port_trees.png
(3 px per um)
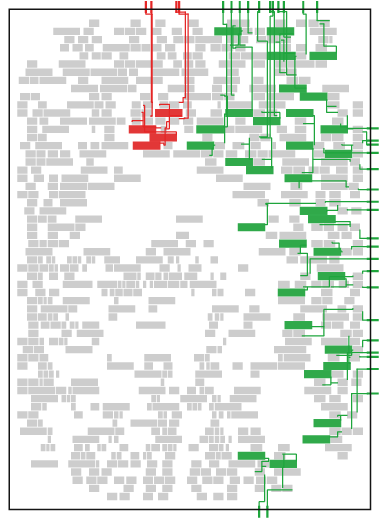
route_heat.png
(2 px per um) The die is cut into 24 by 33 equal tiles; white is low, dark blue is high, scaled to the fullest tile. Values are wire area over tile area, all layers added.
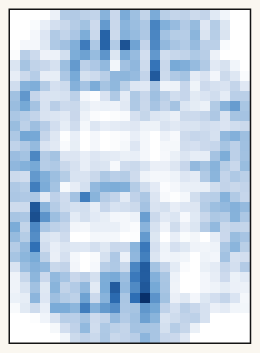
===== src/rtl/mem_arbiter_if.sv =====
// rtl/mem_arbiter_if.sv - fetch, data and unified memory buses of mem_arbiter
interface mem_arbiter_if;
    logic        if_req;
    logic [31:0] if_addr;
    logic        if_ready;
    logic [31:0] if_rdata;

    logic        dm_req;
    logic [3:0]  dm_be;
    logic [31:0] dm_addr;
    logic [31:0] dm_wdata;
    logic        dm_ready;
    logic [31:0] dm_rdata;

    logic        mem_req;
    logic [3:0]  mem_be;
    logic [31:0] mem_addr;
    logic [31:0] mem_wdata;
    logic        mem_ack;
    logic [31:0] mem_rdata;

    // slave: the arbiter itself
    modport slave (
        input  if_req, if_addr, dm_req, dm_be, dm_addr, dm_wdata, mem_ack, mem_rdata,
        output if_ready, if_rdata, dm_ready, dm_rdata, mem_req, mem_be, mem_addr, mem_wdata
    );

    // master: the pipeline stages and the memory around the arbiter
    modport master (
        output if_req, if_addr, dm_req, dm_be, dm_addr, dm_wdata, mem_ack, mem_rdata,
        input  if_ready, if_rdata, dm_ready, dm_rdata, mem_req, mem_be, mem_addr, mem_wdata
    );
endinterface


===== src/rtl/mem_arbiter.sv =====
// rtl/mem_arbiter.sv - fetch/data arbiter onto one memory port; MEM_ARB_TIMEOUT_EN enables the ack timeout
module mem_arbiter #(
    parameter int FAIR_LIMIT     = 2,
    parameter int TIMEOUT_CYCLES = 16
) (
    input  logic         clk,
    input  logic         rst,
    mem_arbiter_if.slave bus,
    output logic         err
);
    localparam int FAIR_W = (FAIR_LIMIT < 1) ? 1 : $clog2(FAIR_LIMIT + 1);
    localparam logic [FAIR_W-1:0] FAIR_MAX = FAIR_W'(FAIR_LIMIT);

    typedef enum logic [1:0] {IDLE, IF_ACC, DM_ACC, RESP} state_t;

    state_t            state, state_next;
    logic [FAIR_W-1:0] fair_cnt;
    logic              resp_dm;
    logic              grant_if, grant_dm;
    logic              in_acc;
    logic              timeout_hit;

    assign in_acc       = (state == IF_ACC) || (state == DM_ACC);
    assign bus.mem_req  = in_acc;
    assign bus.if_ready = (state == RESP) && !resp_dm;
    assign bus.dm_ready = (state == RESP) && resp_dm;

`ifdef MEM_ARB_TIMEOUT_EN
    localparam int TO_W = (TIMEOUT_CYCLES < 2) ? 1 : $clog2(TIMEOUT_CYCLES);
    localparam logic [TO_W-1:0] TO_LAST = TO_W'(TIMEOUT_CYCLES - 1);

    logic [TO_W-1:0] to_cnt;
    logic            err_q;

    // Fires on the last waiting cycle; an ack in that same cycle still wins.
    assign timeout_hit = in_acc && !bus.mem_ack && (to_cnt == TO_LAST);
    assign err         = err_q;

    always_ff @(posedge clk or posedge rst) begin
        if (rst) begin
            to_cnt <= '0;
            err_q  <= 1'b0;
        end else begin
            to_cnt <= (in_acc && !bus.mem_ack && !timeout_hit) ? to_cnt + 1'b1 : '0;
            if (timeout_hit)
                err_q <= 1'b1;
        end
    end
`else
    assign timeout_hit = 1'b0;
    assign err         = 1'b0;
`endif

    always_ff @(posedge clk or posedge rst) begin
        if (rst)
            state <= IDLE;
        else
            state <= state_next;
    end

    always_comb begin
        state_next = state;
        grant_if   = 1'b0;
        grant_dm   = 1'b0;
        case (state)
            IDLE: begin
                // Data normally wins; a starved fetch takes over once the limit is hit.
                if (bus.if_req && (!bus.dm_req || fair_cnt >= FAIR_MAX)) begin
                    grant_if   = 1'b1;
                    state_next = IF_ACC;
                end else if (bus.dm_req) begin
                    grant_dm   = 1'b1;
                    state_next = DM_ACC;
                end
            end
            IF_ACC, DM_ACC: begin
                if (bus.mem_ack || timeout_hit)
                    state_next = RESP;
            end
            RESP:    state_next = IDLE;
            default: state_next = IDLE;
        endcase
    end

    always_ff @(posedge clk or posedge rst) begin
        if (rst) begin
            bus.mem_addr  <= '0;
            bus.mem_be    <= '0;
            bus.mem_wdata <= '0;
            bus.if_rdata  <= '0;
            bus.dm_rdata  <= '0;
            resp_dm       <= 1'b0;
            fair_cnt      <= '0;
        end else begin
            if (grant_if) begin
                bus.mem_addr  <= bus.if_addr;
                bus.mem_be    <= 4'b0000;
                bus.mem_wdata <= '0;
                resp_dm       <= 1'b0;
                fair_cnt      <= '0;
            end else if (grant_dm) begin
                bus.mem_addr  <= bus.dm_addr;
                bus.mem_be    <= bus.dm_be;
                bus.mem_wdata <= bus.dm_wdata;
                resp_dm       <= 1'b1;
                fair_cnt      <= bus.if_req ? fair_cnt + 1'b1 : '0;
            end else if (state == IDLE && !bus.if_req) begin
                fair_cnt <= '0;
            end

            if (state == IF_ACC && (bus.mem_ack || timeout_hit))
                bus.if_rdata <= bus.mem_ack ? bus.mem_rdata : '0;

            // Stores keep the previous load result; a timed-out access reads as zero.
            if (state == DM_ACC && bus.mem_ack && bus.mem_be == 4'b0000)
                bus.dm_rdata <= bus.mem_rdata;
            else if (state == DM_ACC && timeout_hit)
                bus.dm_rdata <= '0;
        end
    end
endmodule


===== src/flat_wrapper.sv =====
// flat-port wrapper written by rule: the top's interface ports become plain ports
module mem_arbiter_flat 
#(
    parameter int FAIR_LIMIT     = 2,
    parameter int TIMEOUT_CYCLES = 16
)
  (clk, rst, err, bus_if_req, bus_if_addr, bus_dm_req, bus_dm_be, bus_dm_addr, bus_dm_wdata, bus_mem_ack, bus_mem_rdata, bus_if_ready, bus_if_rdata, bus_dm_ready, bus_dm_rdata, bus_mem_req, bus_mem_be, bus_mem_addr, bus_mem_wdata);
  mem_arbiter_if bus_i ();
  input  logic clk;
  input  logic rst;
  output logic err;
  input wire logic [$bits(bus_i.if_req)-1:0] bus_if_req;
  input wire logic [$bits(bus_i.if_addr)-1:0] bus_if_addr;
  input wire logic [$bits(bus_i.dm_req)-1:0] bus_dm_req;
  input wire logic [$bits(bus_i.dm_be)-1:0] bus_dm_be;
  input wire logic [$bits(bus_i.dm_addr)-1:0] bus_dm_addr;
  input wire logic [$bits(bus_i.dm_wdata)-1:0] bus_dm_wdata;
  input wire logic [$bits(bus_i.mem_ack)-1:0] bus_mem_ack;
  input wire logic [$bits(bus_i.mem_rdata)-1:0] bus_mem_rdata;
  output wire logic [$bits(bus_i.if_ready)-1:0] bus_if_ready;
  output wire logic [$bits(bus_i.if_rdata)-1:0] bus_if_rdata;
  output wire logic [$bits(bus_i.dm_ready)-1:0] bus_dm_ready;
  output wire logic [$bits(bus_i.dm_rdata)-1:0] bus_dm_rdata;
  output wire logic [$bits(bus_i.mem_req)-1:0] bus_mem_req;
  output wire logic [$bits(bus_i.mem_be)-1:0] bus_mem_be;
  output wire logic [$bits(bus_i.mem_addr)-1:0] bus_mem_addr;
  output wire logic [$bits(bus_i.mem_wdata)-1:0] bus_mem_wdata;
  assign bus_i.if_req = bus_if_req;
  assign bus_i.if_addr = bus_if_addr;
  assign bus_i.dm_req = bus_dm_req;
  assign bus_i.dm_be = bus_dm_be;
  assign bus_i.dm_addr = bus_dm_addr;
  assign bus_i.dm_wdata = bus_dm_wdata;
  assign bus_i.mem_ack = bus_mem_ack;
  assign bus_i.mem_rdata = bus_mem_rdata;
  assign bus_if_ready = bus_i.if_ready;
  assign bus_if_rdata = bus_i.if_rdata;
  assign bus_dm_ready = bus_i.dm_ready;
  assign bus_dm_rdata = bus_i.dm_rdata;
  assign bus_mem_req = bus_i.mem_req;
  assign bus_mem_be = bus_i.mem_be;
  assign bus_mem_addr = bus_i.mem_addr;
  assign bus_mem_wdata = bus_i.mem_wdata;
  mem_arbiter #(.FAIR_LIMIT(FAIR_LIMIT), .TIMEOUT_CYCLES(TIMEOUT_CYCLES)) u_core (.clk(clk), .rst(rst), .bus(bus_i), .err(err));
endmodule

===== config.mk =====
export PLATFORM = sky130hd
export DESIGN_NAME = mem_arbiter_flat
export DESIGN_NICKNAME = d
export VERILOG_FILES = /design/src/rtl/mem_arbiter_if.sv /design/src/rtl/mem_arbiter.sv /design/src/flat_wrapper.sv
export SDC_FILE = /design/constraint.sdc
export NUM_CORES = 1
export LEC_CHECK = 0
export ABC_CLOCK_PERIOD_IN_PS = 8300
export CAP_MARGIN = 20
export CELL_PAD_IN_SITES_DETAIL_PLACEMENT = 0
export CELL_PAD_IN_SITES_GLOBAL_PLACEMENT = 1
export CORE_ASPECT_RATIO = 1.4
export CORE_MARGIN = 2
export CORE_UTILIZATION = 30
export CTS_CLUSTER_SIZE = 30
export DETAILED_ROUTE_END_ITERATION = 10
export PLACE_DENSITY = 0.75
export SYNTH_ARGS = -nofsm -noshare
export SYNTH_HDL_FRONTEND = slang
export SYNTH_SLANG_ARGS = --single-unit

===== constraint.sdc =====
create_clock -name clk -period 8.3 [get_ports clk]
set_clock_uncertainty 0.1 [all_clocks]
set_input_delay 2.49 -clock clk [delete_from_list [all_inputs] [get_ports clk]]
set_output_delay 2.49 -clock clk [all_outputs]
set_load 0.05 [all_outputs]

==> run notes <==
Reports from this run.

- The number of nets with antenna violations after routing is 0.
- The flow inserted 244 tap cells.
- The global routing met2 resource utilization reads 0.299.
- The largest combinational cell category by area reads AND-OR/OR-AND gates.
- The global-route track usage on met1 reads 0.200.
- The number of cell instances after yosys synthesis reads 443.
- The cell type with the largest total area after synthesis is sky130_fd_sc_hd__dfrtp_1.
- In this run, power in the clock network comes to 745 uW.
- The internal power summed over all cells is 2400 uW.
- The final count of pins violating max slew is 0.
- The post-detailed-routing wire length is 17300 um.
- The die boundary height reads 166 um.
- The net count entering floorplan is 586.
- The worst endpoint data arrival time is 2.11 ns.
- The layer with the highest usage after global routing reads met2.
- Ranked by instance count, the synthesized netlist is headed by 137 x sky130_fd_sc_hd__dfrtp_1, 65 x sky130_fd_sc_hd__mux2_2, 38 x sky130_fd_sc_hd__a22o_1.
- The starting density of the core is 0.304.
- Summing all flip-flop and latch instances after layout gives 3430 um^2.
- The top metal layer carrying routed signals is met4.
- The net count of the finished layout is 846.
- The final critical-path share of the clock period reads 0.566.
- The number of global-route vias before repair is 5109.
- The power density over the cells reads 501 nW/um^2.
- Leaving out the clock tree, the finished layout contains a buffer count of 280.
- Of the total power, the clock network draws 0.162.
- The combinational power share is 0.578.
- The critical path's slowest stage uses the library cell sky130_fd_sc_hd__clkdlybuf4s50_1.
- Per the post-CTS timing run, clock transition at the registers of the reported paths is 0.06 ns.
- The post-CTS setup buffer count reads 0.
- The non-clock buffering overhead in the final layout reads 0.308.
- The residual overflow from global routing reads 0.
- In the final routing, the length of wire on met1 measures 6820 um.
- The peak ir drop on the vdd network reads 203 uV.
- The DRC violation count after routing reads 0.
- The sequential area share after synthesis is 0.608.
- In the layout the commonest cells are 271 x sky130_fd_sc_hd__clkdlybuf4s50_1, 137 x sky130_fd_sc_hd__dfrtp_1, 65 x sky130_fd_sc_hd__mux2_2.
- The total cell area reported by yosys after synthesis reads 5640 um^2.
- The number of flip-flops and latches in the synthesized netlist is 137.
- The non-clock inverter instance count of the final layout is 5.
- Dividing the detail-routed via count by the number of cells gives 4.98.
- The critical path endpoint category is an output pin.
- The count of clock tree sinks reads 137.
- For this run, the share of the core covered by cells in the final layout is 0.496.
- The number of maximum-capacitance violations reads 0.
- The final critical-path setup slack reads 3.60 ns.
- In this run, distinct cell masters in the synthesized netlist total 29.
- Of the total power, registers draw 0.260.
- The worst-case setup slack after placement is 3.43 ns.
- The number of OpenROAD warnings reads 30.
- Yosys reported that registers with async set or reset make up 1.00.
- The fill cell instance count of the final layout reads 1664.
- STA reports the tightest min-delay check as being of type flip-flop to flip-flop.
- Summing all multi-input logic gate instances after layout gives 2030 um^2.
- The compound-gate portion of the synthesized area is 0.173.
- The post-synthesis cell count reads 443.
- The share of the final layout cell area in sequential cells is 0.373.
- The final-layout setup total negative slack is 0 ns.
- The fraction of met3 tracks used by global routing reads 0.0519.
- The placed wire-length estimate reads 12100 um.
- The run finished with clean final reports.
- The required arrival time at the worst endpoint reads 5.71 ns.
- The number of flops mapped to enable cells by yosys reads 0.
- The number of logic gates reads 262.
- The total length of routed met2 wires is 8930 um.
- Hold repair after CTS inserted 0 buffers.
- Sequential cells consume a total of 1200 uW.
- The post-synthesis share of cell area spent on and, or, nand and nor gates is 0.0370.
- The final hold violation count is 0.
- The horizontal die size is 120 um.
- The synthesized area reads 5640 um^2.
- The share of cells above drive strength 1 is 0.149.
- For reference, the most critical setup path is categorized as flip-flop to output pin.
- Counting the clock-network buffers in the layout gives 20.
- Excluding fillers, the count of instances in the completed layout stands at 961.
- The H-tree depth reported by CTS is 4.
- The routed length on met3 reads 1030 um.
- The group drawing the most power is combinational logic.
- The DRC marker count from the first detailed-route iteration reads 224.
- The time the final worst path needs with I/O delays and setup reads 4.70 ns.
- The setup violation total in the final timing report reads 0.
- The antenna diode count reads 1.
- The post-CTS resize count is 0.
- Counting tap cells, the placed design contains a total of 926 instances.
- The biggest fanout along the worst timing path is 4.
- For the combinational group, total power comes out at 2660 uW.
- Summing all placed instances gives a cell area of 8570 um^2.
- The biggest cell category by area in the final layout reads registers.
- The fmax is 213 MHz.
- The switching power summed over all nets reads 2200 uW.
- Yosys attributes the largest share of cell area to sky130_fd_sc_hd__dfrtp_1 61%, sky130_fd_sc_hd__mux2_2 13%, sky130_fd_sc_hd__a22o_1 5.9%.
- The number of antenna violations at the first check in global routing is 1.
- Summed over all cells, the static leakage comes to 0.00381 uW.
- The adder-cell area share of the yosys netlist reads 0.0133.
- The count of yosys warnings during synthesis reads 0.
- Hold timing on the final database bottoms out at a slack of 0.401 ns.
- The parity-gate share of the synthesized area counting xor and xnor cells reads 0.
Notes on port_trees.png above:
- bus_mem_be: red (bits 4; direction output; edge top; end cells 4; buffers 4; wire 212 um)
- bus_dm_rdata: green (bits 32; direction output; edge 19 right, 11 top, 2 bottom; end cells 32; buffers 32; wire 926 um)
top-level I/O count: 273
# port buffers: 271

Notes on route_heat.png above:
- nearly empty tiles: 9.8%
- densest ninth of the die: bottom middle
- fullest tile: 0.57
aggregate global-route resource usage: 0.174
Routed WL per cell: 18.0 um
total via count in the routed design: 4781

worst max-delay path: cells and delay by family (launching register included):
kind,cells,cell delay (ns)
DFF,1,0.40
adders and majority gates,1,0.35
buffers and inverters,2,0.96
worst paths after layout:
| path | slack, ns | start | cells after the start | end |
|---|---|---|---|---|
| max in group asynchronous | 4.29 | rst | 3 | u_core.bus.dm_rdata[21] |
| hold / removal | 0.40 | u_core.bus.mem_wdata[15] | 1 | u_core.bus.mem_wdata[15] |
| setup / recovery | 3.60 | u_core.state[0] | 3 | bus_mem_req |
| setup reg to reg | 5.77 | u_core.state[0] | 6 | u_core.bus.mem_addr[12] |
| min in group asynchronous | 2.45 | rst | 2 | u_core.bus.dm_rdata[13] |
| hold reg to reg | 0.40 | u_core.bus.mem_wdata[15] | 1 | u_core.bus.mem_wdata[15] |
Power is estimated from default activity; no workload was simulated.
